Close-up of the layout:
The bar under the picture is 20 um long. Region (38, 63) to (88, 113) um. Cells in grey, sequential cells in the stronger grey; small squares are vias.
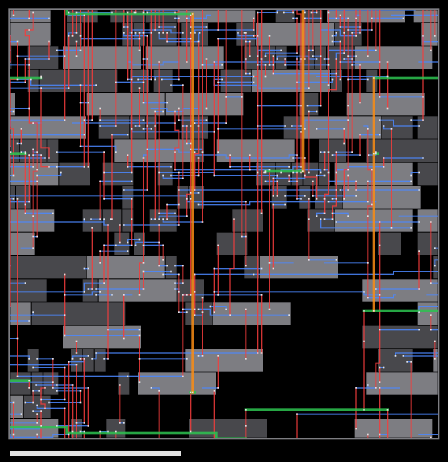
Wire density map:
The bar under the picture is 50 um long. The die is cut into 25 by 25 equal tiles; dark blue is low, red is high, scaled to the fullest tile. Values are wire area over tile area, all layers added.
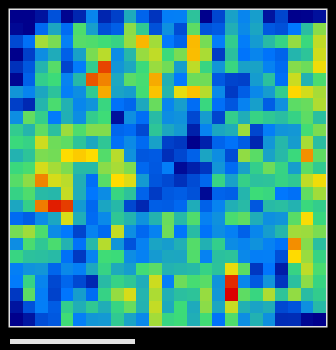
**config.mk**
```make
export PLATFORM = sky130hd
export DESIGN_NAME = mem_access_ctrl
export DESIGN_NICKNAME = d
export VERILOG_FILES = /design/src/rtl/mem_access_ctrl.sv
export SDC_FILE = /design/constraint.sdc
export NUM_CORES = 1
export LEC_CHECK = 0
export CORE_MARGIN = 2
export CORE_UTILIZATION = 44
export CTS_BUF_LIST = sky130_fd_sc_hd__clkbuf_16
export CTS_CLUSTER_DIAMETER = 80
export DETAILED_ROUTE_END_ITERATION = 16
export GPL_TIMING_DRIVEN = 0
export PLACE_DENSITY_LB_ADDON = 0.12
export SYNTH_ARGS = -nofsm -noshare
export SYNTH_HDL_FRONTEND = slang
export SYNTH_SLANG_ARGS = --single-unit
```
**constraint.sdc**
```tcl
create_clock -name clk -period 2.5 [get_ports clk]
set_clock_uncertainty 0.15 [all_clocks]
set_input_delay 0.25 -clock clk [delete_from_list [all_inputs] [get_ports clk]]
set_output_delay 0.25 -clock clk [all_outputs]
set_load 0.03 [all_outputs]
```
**src/rtl/mem_access_ctrl.sv**
```systemverilog
// rtl/mem_access_ctrl.sv - MEM-stage req/ack data-memory controller with pipeline stall and MEM/WB bubble insertion
// Optional access timeout enabled by defining MEM_TIMEOUT_EN.
module mem_access_ctrl #(
    parameter int AW      = 32,
    parameter int DW      = 32,
    parameter int TIMEOUT = 15
) (
    input  logic          clk,
    input  logic          rst,
    input  logic          ex_mem_memread,
    input  logic          ex_mem_memwrite,
    input  logic          ex_mem_regwrite,
    input  logic          ex_mem_memtoreg,
    input  logic [AW-1:0] ex_mem_alu_result,
    input  logic [DW-1:0] ex_mem_wdata,
    input  logic [4:0]    ex_mem_rd,
    output logic          dmem_req,
    output logic          dmem_we,
    output logic [AW-1:0] dmem_addr,
    output logic [DW-1:0] dmem_wdata,
    input  logic          dmem_ack,
    input  logic [DW-1:0] dmem_rdata,
    output logic          stall,
    output logic          mem_wb_regwrite,
    output logic          mem_wb_memtoreg,
    output logic [DW-1:0] mem_wb_rdata,
    output logic [AW-1:0] mem_wb_alu_result,
    output logic [4:0]    mem_wb_rd,
    output logic          mem_err
);

    typedef enum logic [1:0] {
        IDLE   = 2'd0,
        ACCESS = 2'd1,
        DONE   = 2'd2
    } state_e;

    state_e state_q, state_d;

    logic          memop;
    logic          stall_c;
    logic          timeout_hit;
    logic          aborted;

    logic          dmem_req_q, dmem_req_d;
    logic          dmem_we_q, dmem_we_d;
    logic [AW-1:0] dmem_addr_q, dmem_addr_d;
    logic [DW-1:0] dmem_wdata_q, dmem_wdata_d;
    logic [DW-1:0] hold_q, hold_d;
    logic          wb_regwrite_q, wb_regwrite_d;
    logic          wb_memtoreg_q, wb_memtoreg_d;
    logic [DW-1:0] wb_rdata_q, wb_rdata_d;
    logic [AW-1:0] wb_alu_q, wb_alu_d;
    logic [4:0]    wb_rd_q, wb_rd_d;

    assign memop = ex_mem_memread | ex_mem_memwrite;

`ifdef MEM_TIMEOUT_EN
    logic [3:0] cnt_q, cnt_d;
    logic       abort_q, abort_d;
    logic       mem_err_q, mem_err_d;

    // A same-cycle ack takes priority over the timeout.
    assign timeout_hit = (state_q == ACCESS) && !dmem_ack && (cnt_q == 4'(TIMEOUT - 1));

    always_comb begin
        cnt_d = cnt_q;
        if (state_q == IDLE && memop) begin
            cnt_d = 4'd0;
        end else if (state_q == ACCESS && !dmem_ack) begin
            cnt_d = cnt_q + 4'd1;
        end
    end

    always_comb begin
        abort_d = abort_q;
        if (timeout_hit) begin
            abort_d = 1'b1;
        end else if (state_q == DONE) begin
            abort_d = 1'b0;
        end
    end

    assign mem_err_d = timeout_hit;

    always_ff @(posedge clk or negedge rst) begin
        if (!rst) begin
            cnt_q     <= 4'd0;
            abort_q   <= 1'b0;
            mem_err_q <= 1'b0;
        end else begin
            cnt_q     <= cnt_d;
            abort_q   <= abort_d;
            mem_err_q <= mem_err_d;
        end
    end

    assign aborted = abort_q;
    assign mem_err = mem_err_q;
`else
    logic [31:0] unused_timeout;

    assign unused_timeout = TIMEOUT;
    assign timeout_hit    = 1'b0;
    assign aborted        = 1'b0;
    assign mem_err        = 1'b0;
`endif

    always_ff @(posedge clk or negedge rst) begin
        if (!rst) begin
            state_q <= IDLE;
        end else begin
            state_q <= state_d;
        end
    end

    always_comb begin
        state_d = state_q;
        case (state_q)
            IDLE:    if (memop) state_d = ACCESS;
            ACCESS:  if (dmem_ack || timeout_hit) state_d = DONE;
            DONE:    state_d = IDLE;
            default: state_d = IDLE;
        endcase
    end

    always_comb begin
        stall_c       = 1'b0;
        dmem_req_d    = dmem_req_q;
        dmem_we_d     = dmem_we_q;
        dmem_addr_d   = dmem_addr_q;
        dmem_wdata_d  = dmem_wdata_q;
        hold_d        = hold_q;
        wb_regwrite_d = wb_regwrite_q;
        wb_memtoreg_d = wb_memtoreg_q;
        wb_rdata_d    = wb_rdata_q;
        wb_alu_d      = wb_alu_q;
        wb_rd_d       = wb_rd_q;
        case (state_q)
            IDLE: begin
                if (memop) begin
                    stall_c       = 1'b1;
                    dmem_req_d    = 1'b1;
                    dmem_we_d     = ex_mem_memwrite;
                    dmem_addr_d   = ex_mem_alu_result;
                    dmem_wdata_d  = ex_mem_wdata;
                    wb_regwrite_d = 1'b0;
                end else begin
                    wb_regwrite_d = ex_mem_regwrite;
                    wb_memtoreg_d = ex_mem_memtoreg;
                    wb_rdata_d    = '0;
                    wb_alu_d      = ex_mem_alu_result;
                    wb_rd_d       = ex_mem_rd;
                end
            end
            ACCESS: begin
                stall_c       = 1'b1;
                wb_regwrite_d = 1'b0;
                if (dmem_ack) begin
                    dmem_req_d = 1'b0;
                    hold_d     = dmem_we_q ? '0 : dmem_rdata;
                end else if (timeout_hit) begin
                    dmem_req_d = 1'b0;
                    hold_d     = '0;
                end
            end
            DONE: begin
                // EX/MEM still holds the completed instruction because upstream was stalled.
                wb_regwrite_d = ex_mem_regwrite & ~aborted;
                wb_memtoreg_d = ex_mem_memtoreg;
                wb_rdata_d    = aborted ? '0 : hold_q;
                wb_alu_d      = ex_mem_alu_result;
                wb_rd_d       = ex_mem_rd;
            end
            default: begin
                stall_c = 1'b0;
            end
        endcase
    end

    always_ff @(posedge clk or negedge rst) begin
        if (!rst) begin
            dmem_req_q    <= 1'b0;
            dmem_we_q     <= 1'b0;
            dmem_addr_q   <= '0;
            dmem_wdata_q  <= '0;
            hold_q        <= '0;
            wb_regwrite_q <= 1'b0;
            wb_memtoreg_q <= 1'b0;
            wb_rdata_q    <= '0;
            wb_alu_q      <= '0;
            wb_rd_q       <= 5'd0;
        end else begin
            dmem_req_q    <= dmem_req_d;
            dmem_we_q     <= dmem_we_d;
            dmem_addr_q   <= dmem_addr_d;
            dmem_wdata_q  <= dmem_wdata_d;
            hold_q        <= hold_d;
            wb_regwrite_q <= wb_regwrite_d;
            wb_memtoreg_q <= wb_memtoreg_d;
            wb_rdata_q    <= wb_rdata_d;
            wb_alu_q      <= wb_alu_d;
            wb_rd_q       <= wb_rd_d;
        end
    end

    // Stall is forced low while reset is held so the pipeline is never frozen by a stale memop.
    assign stall             = stall_c & rst;
    assign dmem_req          = dmem_req_q;
    assign dmem_we           = dmem_we_q;
    assign dmem_addr         = dmem_addr_q;
    assign dmem_wdata        = dmem_wdata_q;
    assign mem_wb_regwrite   = wb_regwrite_q;
    assign mem_wb_memtoreg   = wb_memtoreg_q;
    assign mem_wb_rdata      = wb_rdata_q;
    assign mem_wb_alu_result = wb_alu_q;
    assign mem_wb_rd         = wb_rd_q;

endmodule
```
==> run notes <==
Here are the numbers from the latest Yosys + OpenROAD run.

The overflow left after global routing is 0. TritonCTS built the clock tree. The buffer type at the clock tree root is sky130_fd_sc_hd__clkbuf_16. Sorting the synthesized cells by how often they occur yields 171 x sky130_fd_sc_hd__dfrtp_1, 65 x sky130_fd_sc_hd__mux2_2, 38 x sky130_fd_sc_hd__mux2_1, 38 x sky130_fd_sc_hd__nand2_1, 34 x sky130_fd_sc_hd__o21ai_0.

After synthesis, the cell types taking the most area are sky130_fd_sc_hd__dfrtp_1 65%, sky130_fd_sc_hd__mux2_2 11%, sky130_fd_sc_hd__mux2_1 6.5%. The count of tool warnings is 32. The summed standard-cell area reported by yosys is between 6000 and 7000 um^2. The master of the slowest instance on the critical path is sky130_fd_sc_hd__dlygate4sd3_1. Measured along the x axis, the die boundary spans roughly 130 um. Looking at the max-slew report, the worst-margin pin has a slew of around 590 ps. The largest stage delay on the critical path came out at between 500 and 600 ps. The DRC marker count from the first detailed-route iteration is 141.

The starting utilization of the core area came out at a little under half. The deepest clock path buffer count came out at 2. The power density relative to cell area came out at between 1500 and 2000 nW/um^2. For reference, the critical path is launched at rst.

In this run the critical register-to-register path is captured at mem_wb_alu_result[13]. The critical path in this run is classified as input pin to primary output. The finished layout holds between 900 and 1,000 standard cells, fillers aside. The highest layer touched by signal routing is met4.

Traced cell by cell, the critical path runs through dlygate4sd3_1 > buf_8 > buf_16 > a21boi_2 > buf_4. The number of antenna violations at the first check in global routing is 0. The depth of the most critical reg-to-reg path is 6.

The minimum period implied by the final worst setup slack is 2300 ps. The startpoint of the most critical register-to-register path is state_q[0]. After detailed placement, the total cell area comes to roughly 9000 um^2. The number of rows created at floorplan came out at 44. Counting every sink on the clock net gives roughly 170.

At the worst endpoint, the required time is between 2000 and 2500 ps. The core area is ~15,000 um^2. The count of library flops with an enable pin is 0.

The routability congestion estimate from global placement came out at around 0.8. The routed design uses roughly 1.2 mm of met3 wire. The number of buffer and inverter stages on the critical path came out at 4. The worst vdd rail ir drop is around 0.71 mV. The largest net degree at the start of global routing came out at between 100 and 150. The final cycle utilization of the critical path is between 90% and 100%. The number of port buffers came out at ~250. Setup repair after global routing left no endpoint under its margin. The power consumption came out at between 0.01 and 0.015 W. According to the floorplan report, the die height is 126 um.

Among all flip-flop cells after synthesis, the most frequent one is sky130_fd_sc_hd__dfrtp_1. The run finished with clean final reports. The final antenna diode tally reported by the flow is 0. STA puts the critical path data arrival time at approximately 1900 ps.

The via count of the first global-routing pass was 4,875. The share of the synthesized area in the top cell type is between 60% and 70%. After routing, the total negative slack on setup checks comes to 0 ps. The distinct cell type count of the synthesized netlist came out at 25. The last timing report of the flow puts the setup violation total at 0.

For this run, asynchronously set or reset flops after synthesis account for 100%. In this run the cell area of the synthesized design comes to approximately 6600 um^2. The fmax is 434 MHz.

Per STA, the worst path accumulates the most delay in the family buffers and inverters. In this run the layout overhead on the synthesized area is reported as 50.7%. In this run the mean area of a mapped cell was about 14 um^2. Looking at hold timing, the worst path starts from dmem_rdata[9].

The met3 track demand over resource came out at about 7.2%. The length of routed wiring on met1 is between 6 and 7 mm. The sequential fraction of the synthesis area came out at roughly 65%. In this run the worst setup path terminates at stall. The normalized max-slew margin came out at roughly three fifths. Clock-pin slew was measured on the worst setup and hold paths at ~60 ps. The area of the die came out at between 15,000 and 20,000 um^2. Counting buffers and inverters, the worst setup path is 5 cells deep. After routing the design area is ~10000 um^2.

The insertion delay of the later-clocked pin in the worst-skew pair came out at 420 ps.
## Picture notes: 'close-up of the layout'
[M2] red
[M4] orange
[M3] green
[M1] blue
cells with their middle in the window: 120
sequential cells in the window: 32
netlist names of flops here include: mem_wb_rdata (15), hold_q (11), dmem_addr (2)
most frequent: dfrtp_1 (32), nand2_1 (16), clkdlybuf4s50_1 (13)

## Picture notes: 'wire density map'
nearly empty tiles: 2.2%
tiles over half the peak: 26%
mean over tiles: 0.16
detailed-route via count: 4,630
sum of routed wire length over all layers: 15.7 mm
GRT Resource Usage Total: 20.5%
average wire per standard cell: 17.0 um

==> sequential cells by signal (all words and copies together), names as in the netlist <==
register           count
mem_wb_alu_result     32
hold_q                32
mem_wb_rdata          32
mem_wb_memtoreg        1
dmem_we                1
dmem_wdata            32
mem_wb_rd              5
mem_wb_regwrite        1
state_q                2
dmem_req               1
dmem_addr             32
==> worst min-delay path by stage <==
stage                                  endpoint  slack, ps  cells after the start
after floorplan                    dmem_addr[0]       -200                      0
after global placement                hold_q[6]        310                      2
after detailed placement  mem_wb_alu_result[22]         50                      1
after CTS                             hold_q[9]        220                      3
after global routing                  hold_q[9]        240                      3
final                                 hold_q[9]        240                      3
==> cell families after synthesis <==
kind of cell | after synthesis | share of synthesized area [%]
other | 1 | 0.0572
AND-OR/OR-AND | 72 | 7.46
AND/OR/NAND/NOR | 76 | 5.76
multiplexers | 104 | 18.0
adder cells (fa/ha/maj) | 5 | 0.954
flip-flops | 171 | 65.3
buffers and inverters | 34 | 2.44
==> layout make-up <==
type	instances	area [um^2]	share of cell area (%)
Multi-Input combinational cell	258	2120	21.5
Buffer	29	146	1.48
Sequential cell	171	4280	43.3
Timing Repair Buffer	248	2520	25.5
Clock inverter	15	141	1.43
Tap cell	184	230	2.33
Inverter	4	15.0	0.152
Clock buffer	17	425	4.31
==> cell usage in the layout (no fill, tap or decap), types with 2 or more instances in the layout <==
cell type / Yosys / layout
sky130_fd_sc_hd__buf_4: 5 / 6
sky130_fd_sc_hd__buf_2: 11 / 9
sky130_fd_sc_hd__clkdlybuf4s50_1: 0 / 243
sky130_fd_sc_hd__o21ai_0: 34 / 34
sky130_fd_sc_hd__clkinv_1: 0 / 5
sky130_fd_sc_hd__nand2b_1: 32 / 32
sky130_fd_sc_hd__dfrtp_1: 171 / 171
sky130_fd_sc_hd__clkbuf_1: 13 / 13
sky130_fd_sc_hd__mux2_2: 65 / 65
sky130_fd_sc_hd__clkinv_2: 0 / 2
sky130_fd_sc_hd__buf_16: 0 / 2
sky130_fd_sc_hd__a22o_1: 32 / 32
sky130_fd_sc_hd__and2_1: 2 / 2
sky130_fd_sc_hd__ha_1: 5 / 5
sky130_fd_sc_hd__bufinv_16: 0 / 3
sky130_fd_sc_hd__nand2_1: 38 / 38
sky130_fd_sc_hd__clkbuf_16: 0 / 17
sky130_fd_sc_hd__mux2_1: 38 / 38
sky130_fd_sc_hd__inv_1: 4 / 7
==> power by group <==
| group | leakage, nW | internal, W | total (W) | switching, W |
|---|---|---|---|---|
| Combinational | 1.87 | 0.00343 | 0.00751 | 0.00408 |
| Clock | 0.289 | 0.00153 | 0.00254 | 0.00100 |
| Sequential | 2.11 | 0.00415 | 0.00488 | 0.000734 |
==> metrics by stage <==
step                hold WS [ps]  setup WS, ps
floorplan                   -196           123
finish                       243           197
global route                 239          76.3
global placement             312         -5650
detailed placement          52.3          -313
CTS                          223          6.57
==> timing repair <==
item | in CTS | in global routing
setup endpoints to repair | 1 | 1
gates resized | 13 | 1
hold endpoints to repair | 56 | 0
hold buffers | 2 | 0
==> worst min-delay path, stage by stage <==
cell,delay [ps]
sky130_fd_sc_hd__clkdlybuf4s50_1,400
sky130_fd_sc_hd__nand2b_1,60
sky130_fd_sc_hd__o21ai_0,60
Power is estimated from default activity; no workload was simulated.
